**src/rtl/rf_write_arbiter_pkg.sv**
```systemverilog
// Shared constants for the register-file write-port arbiter slice.
package rf_write_arbiter_pkg;

    localparam int NUM_REGS   = 32;
    localparam int REG_ADDR_W = 5;
    localparam int DATA_W     = 32;

    localparam int REQ_ALU = 0;
    localparam int REQ_MEM = 1;
    localparam int REQ_MDU = 2;

    localparam logic [REG_ADDR_W-1:0] ZERO_REG = '0;

endpackage

```
**src/rtl/rf_write_arbiter_rr_arbiter.sv**
```systemverilog
// One-hot grant arbiter. RF_ARB_RR_EN selects round-robin with a rotating pointer;
// without it the block is a lowest-index-wins priority encoder.
module rr_arbiter #(
    parameter int NREQ = 3
) (
    input  logic            clk,
    input  logic            reset,
    input  logic [NREQ-1:0] req,
    input  logic            advance,
    output logic [NREQ-1:0] grant
);

`ifdef RF_ARB_RR_EN
    localparam int PW = (NREQ > 1) ? $clog2(NREQ) : 1;

    logic [PW-1:0] ptr_q, ptr_d;
    logic          found;

    // Search starts at the pointer and wraps; offsets are scanned in order so the
    // first valid requester at or after the pointer wins.
    always_comb begin
        grant = '0;
        found = 1'b0;
        if (!reset) begin
            for (int k = 0; k < NREQ; k++) begin
                for (int i = 0; i < NREQ; i++) begin
                    if (!found && req[i] && (i == ((int'(ptr_q) + k) % NREQ))) begin
                        grant[i] = 1'b1;
                        found    = 1'b1;
                    end
                end
            end
        end
    end

    always_comb begin
        ptr_d = ptr_q;
        for (int i = 0; i < NREQ; i++) begin
            if (advance && grant[i]) begin
                ptr_d = PW'((i + 1) % NREQ);
            end
        end
    end

    always_ff @(posedge clk) begin
        if (reset) begin
            ptr_q <= '0;
        end else begin
            ptr_q <= ptr_d;
        end
    end
`else
    logic found;
    logic unused_rr;

    assign unused_rr = &{1'b0, clk, advance};

    always_comb begin
        grant = '0;
        found = 1'b0;
        if (!reset) begin
            for (int i = 0; i < NREQ; i++) begin
                if (!found && req[i]) begin
                    grant[i] = 1'b1;
                    found    = 1'b1;
                end
            end
        end
    end
`endif

endmodule

```
**src/rtl/rf_write_arbiter.sv**
```systemverilog
// Register-file write-port arbiter with registered write stage and pending-write scoreboard.
// Arbitration policy is round-robin when RF_ARB_RR_EN is defined, fixed priority otherwise.
module rf_write_arbiter
    import rf_write_arbiter_pkg::*;
#(
    parameter int NREQ = 3,
    parameter int AW   = 5,
    parameter int DW   = 32
) (
    input  logic                 clk,
    input  logic                 reset,
    input  logic [NREQ-1:0]      req_valid,
    input  logic [NREQ*AW-1:0]   req_reg,
    input  logic [NREQ*DW-1:0]   req_data,
    output logic [NREQ-1:0]      req_ready,
    input  logic                 rsv_valid,
    input  logic [AW-1:0]        rsv_reg,
    output logic [NUM_REGS-1:0]  busy,
    output logic [AW-1:0]        writeReg,
    output logic [DW-1:0]        writeData,
    output logic                 regWrite
);

    logic [NREQ-1:0]     grant;
    logic                transfer;
    logic [AW-1:0]       sel_reg;
    logic [DW-1:0]       sel_data;

    logic                reg_write_q, reg_write_d;
    logic [AW-1:0]       write_reg_q, write_reg_d;
    logic [DW-1:0]       write_data_q, write_data_d;
    logic [NUM_REGS-1:0] busy_q, busy_d;

    rr_arbiter #(.NREQ(NREQ)) u_arb (
        .clk     (clk),
        .reset   (reset),
        .req     (req_valid),
        .advance (transfer),
        .grant   (grant)
    );

    assign transfer  = |grant;
    assign req_ready = grant;

    always_comb begin
        sel_reg  = '0;
        sel_data = '0;
        for (int i = 0; i < NREQ; i++) begin
            if (grant[i]) begin
                sel_reg  = req_reg[i*AW +: AW];
                sel_data = req_data[i*DW +: DW];
            end
        end
    end

    // Writes to $zero are accepted so the requester can retire, but never reach the RF.
    always_comb begin
        reg_write_d  = transfer && (sel_reg != '0);
        write_reg_d  = transfer ? sel_reg  : write_reg_q;
        write_data_d = transfer ? sel_data : write_data_q;
    end

    // Set is applied after clear so a fresh reservation survives the older write retiring.
    always_comb begin
        busy_d = busy_q;
        if (reg_write_q) begin
            busy_d[write_reg_q] = 1'b0;
        end
        if (rsv_valid && (rsv_reg != '0)) begin
            busy_d[rsv_reg] = 1'b1;
        end
        busy_d[0] = 1'b0;
    end

    always_ff @(posedge clk) begin
        if (reset) begin
            reg_write_q  <= 1'b0;
            write_reg_q  <= '0;
            write_data_q <= '0;
            busy_q       <= '0;
        end else begin
            reg_write_q  <= reg_write_d;
            write_reg_q  <= write_reg_d;
            write_data_q <= write_data_d;
            busy_q       <= busy_d;
        end
    end

    assign regWrite  = reg_write_q;
    assign writeReg  = write_reg_q;
    assign writeData = write_data_q;
    assign busy      = busy_q;

endmodule

```
**config.mk**
```make
export PLATFORM = sky130hd
export DESIGN_NAME = rf_write_arbiter
export DESIGN_NICKNAME = d
export VERILOG_FILES = /design/src/rtl/rf_write_arbiter_pkg.sv /design/src/rtl/rf_write_arbiter_rr_arbiter.sv /design/src/rtl/rf_write_arbiter.sv
export SDC_FILE = /design/constraint.sdc
export NUM_CORES = 1
export LEC_CHECK = 0
export ABC_AREA = 1
export CORE_ASPECT_RATIO = 0.7
export CORE_MARGIN = 8
export CORE_UTILIZATION = 38
export CTS_CLUSTER_SIZE = 16
export DETAILED_ROUTE_END_ITERATION = 8
export GPL_TIMING_DRIVEN = 0
export HOLD_SLACK_MARGIN = 0.02
export PLACE_DENSITY = 0.86
export SLEW_MARGIN = 20
export SYNTH_ARGS = -nofsm -noshare
export SYNTH_HDL_FRONTEND = slang
export SYNTH_SLANG_ARGS = --single-unit
```
**constraint.sdc**
```tcl
create_clock -name clk -period 1.3 [get_ports clk]
set_input_delay 0.13 -clock clk [delete_from_list [all_inputs] [get_ports clk]]
set_output_delay 0.13 -clock clk [all_outputs]
set_load 0.02 [all_outputs]
```
Track usage over the die:
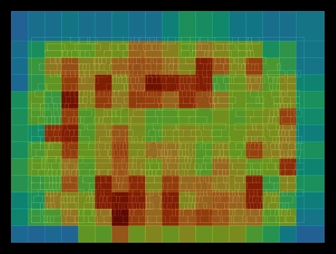
post-layout utilization of the core: 68.2%
grt met1 use: 25.7%
all-layer global routing usage: 21.6%
most heavily used metal layer in global routing: met2

Wire density map:
Scale bar: 50 µm. The die is cut into 26 by 19 equal tiles; dark blue is low, red is high, scaled to the fullest tile. Values are wire area over tile area, all layers added.
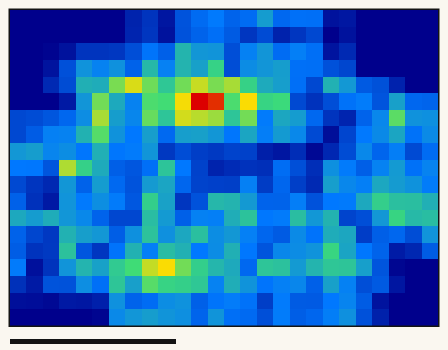
mean over tiles	0.18
fullest tile	0.75
densest ninth of the die	top middle
tiles over half the peak	5.9%

Cell density map:
Scale bar: 50 µm. The die is cut into 13 by 10 equal tiles; dark blue is low, red is high, 0 to 100% covered.
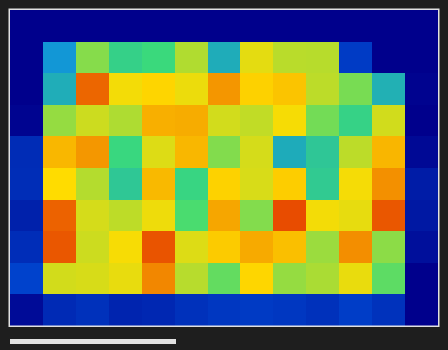
emptiest ninth of the die	top right
densest ninth of the die	middle
mean over tiles	46%
fullest tile	91%
nearly empty tiles	18%

Cells by drive strength:
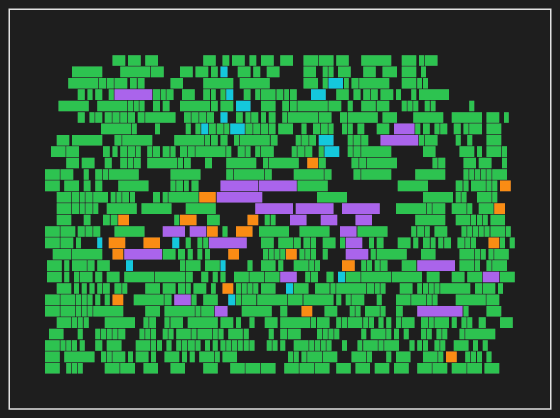
size	colour	cells	most used
x3 and x4	orange	20	buf_4
x1 and smaller	green	681	nand2_1
x6 and larger	purple	25	clkbuf_16
x2	cyan	17	nor3_2
setup slack after layout: -0.0520 ns
post-route design area: 0.00583 mm²
count of buffers not belonging to the clock network in the layout: 225
area overhead of the layout relative to synthesis: 72.0%

Cell classes on the final placement:
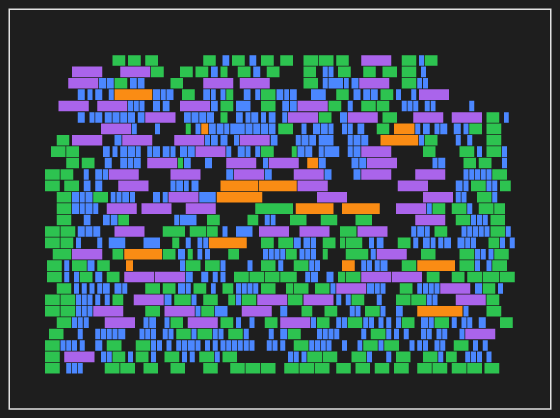
class	colour	cells
remaining logic cells	blue	433
sequential cells	purple	69
remaining buffers and delay cells	green	225
clock drivers and dummy loads	orange	16

## cell families after synthesis
group	count (synthesis)	synth area share (%)
simple gates	312	37.0
other cells	1	0.111
compound gates	101	14.9
buf+inv	44	7.16
flops	69	40.8
## area by class of cell
type	instances	area (µm²)	share of cell area (%)
repair buffers	200	1900	32.6
multi-input cells	414	1790	30.8
flip-flops and latches	69	1380	23.7
clock buffers	10	239	4.10
plain buffers	25	196	3.37
well taps	120	150	2.58
clock inverters	6	86.3	1.48
inverters	19	76.3	1.31
diodes	1	2.50	0.0429
## routing by layer
| layer | share of wire [%] | vias up |
|---|---|---|
| li1 | - | 2115 |
| met1 | 42 | 1939 |
| met2 | 49 | 191 |
| met3 | 6.9 | 27 |
| met4 | 2.4 | 0 |
| met5 | 0 | - |
## where the power goes
part           switching, W  total, W  internal (W)  leakage (nW)
Clock              0.000902   0.00263       0.00173         0.158
Sequential        0.0000650   0.00229       0.00222         0.564
Combinational      0.000650   0.00128      0.000632          2.00
## registers in the layout (all words and copies together) (netlist names)
name and cells:
writeData 32, busy 31, writeReg 5, regWrite 1
## cells in the final DEF (no fill, tap or decap), types with 3 or more instances in the layout
| cell type | n |
|---|---|
| sky130_fd_sc_hd__nor2_4 | 3 |
| sky130_fd_sc_hd__buf_4 | 12 |
| sky130_fd_sc_hd__buf_2 | 3 |
| sky130_fd_sc_hd__clkbuf_2 | 4 |
| sky130_fd_sc_hd__clkbuf_1 | 6 |
| sky130_fd_sc_hd__nor3_1 | 6 |
| sky130_fd_sc_hd__clkbuf_16 | 10 |
| sky130_fd_sc_hd__dfxtp_1 | 69 |
| sky130_fd_sc_hd__clkdlybuf4s50_1 | 117 |
| sky130_fd_sc_hd__nor3_2 | 6 |
| sky130_fd_sc_hd__dlygate4sd2_1 | 69 |
| sky130_fd_sc_hd__a21oi_1 | 36 |
| sky130_fd_sc_hd__o21ai_0 | 48 |
| sky130_fd_sc_hd__inv_1 | 16 |
| sky130_fd_sc_hd__buf_6 | 9 |
| sky130_fd_sc_hd__nand3_1 | 25 |
| sky130_fd_sc_hd__nand2_1 | 198 |
| sky130_fd_sc_hd__nor2_1 | 72 |
| sky130_fd_sc_hd__o21ai_1 | 17 |
## Yosys cell counts
master / count
sky130_fd_sc_hd__a21oi_1: 36
sky130_fd_sc_hd__buf_6: 6
sky130_fd_sc_hd__inv_1: 17
sky130_fd_sc_hd__inv_2: 2
sky130_fd_sc_hd__nor2_4: 2
sky130_fd_sc_hd__nor3_1: 9
sky130_fd_sc_hd__o21ai_1: 17
sky130_fd_sc_hd__nand2_2: 2
sky130_fd_sc_hd__o21ai_0: 48
sky130_fd_sc_hd__clkbuf_1: 7
sky130_fd_sc_hd__dfxtp_1: 69
sky130_fd_sc_hd__nor2_2: 1
sky130_fd_sc_hd__nand3_1: 25
sky130_fd_sc_hd__nand2_1: 198
sky130_fd_sc_hd__conb_1: 1
sky130_fd_sc_hd__nor2_1: 72
sky130_fd_sc_hd__buf_2: 5
sky130_fd_sc_hd__nor3_2: 3
sky130_fd_sc_hd__buf_4: 7
## what timing repair did
item / in CTS / in global routing
gates cloned: 0 / 1
pin swaps: 2 / 2
setup buffers: 3 / 3
setup endpoints to repair: 117 / 65
resized: 100 / 14
==> flow_metrics.tcl <==
# metrics dict for downstream scripts
set metrics [dict create \
    row_count 28 \
    initialDrtViolationCount 331 \
    finalSetupViolations 18 \
    failed_checks "setup timing" \
    min-delay-path-class "in -> reg" \
    grt.overflow.total 0 \
    total_power_w 0.00620 \
    coreArea_mm2 0.00855 \
    crit_path_max_fanout 8 \
    openroad.warnings 28 \
    number_of_global_route_vias_before_repair 4148 \
    crit_path_top_delay_cell "sky130_fd_sc_hd__nor3_2" \
    fin_ws_ns -0.0520 \
    fin_worst_skew_ns 0.00615 \
    timing.hold.worst_path_depth 3 \
    largest_area_cell "sky130_fd_sc_hd__dfxtp_1" \
    timing_max_transition_violations_final 0 \
    die-width_um 129 \
    max-clock-path-buffers 2 \
    synth.yosys.num_cells 527 \
    chipHeight_um 95.0 \
    total_count_of_hold_check_failures_in_the_final_report 0 \
    timing.critical_path.arrival_ns 1.60 \
    outcome "finished, violations left" \
    cts_htree_levels 3 \
    maximum_number_of_pins_on_one_net_before_global_route_repair 13 \
    fillers 767 \
    final_layout_size_suffix_gt1_share_pct 8.34 \
    post_detailed_routing_wire_length_um 13500 \
    ant_nets 0 \
    timing.final.crit_share_pct 104 \
    maxClockFrequency_mhz 740 \
    num_ports 195 \
    synthesis.instances 527 \
]
No activity file was given, so power comes from the tool's default toggle rates.
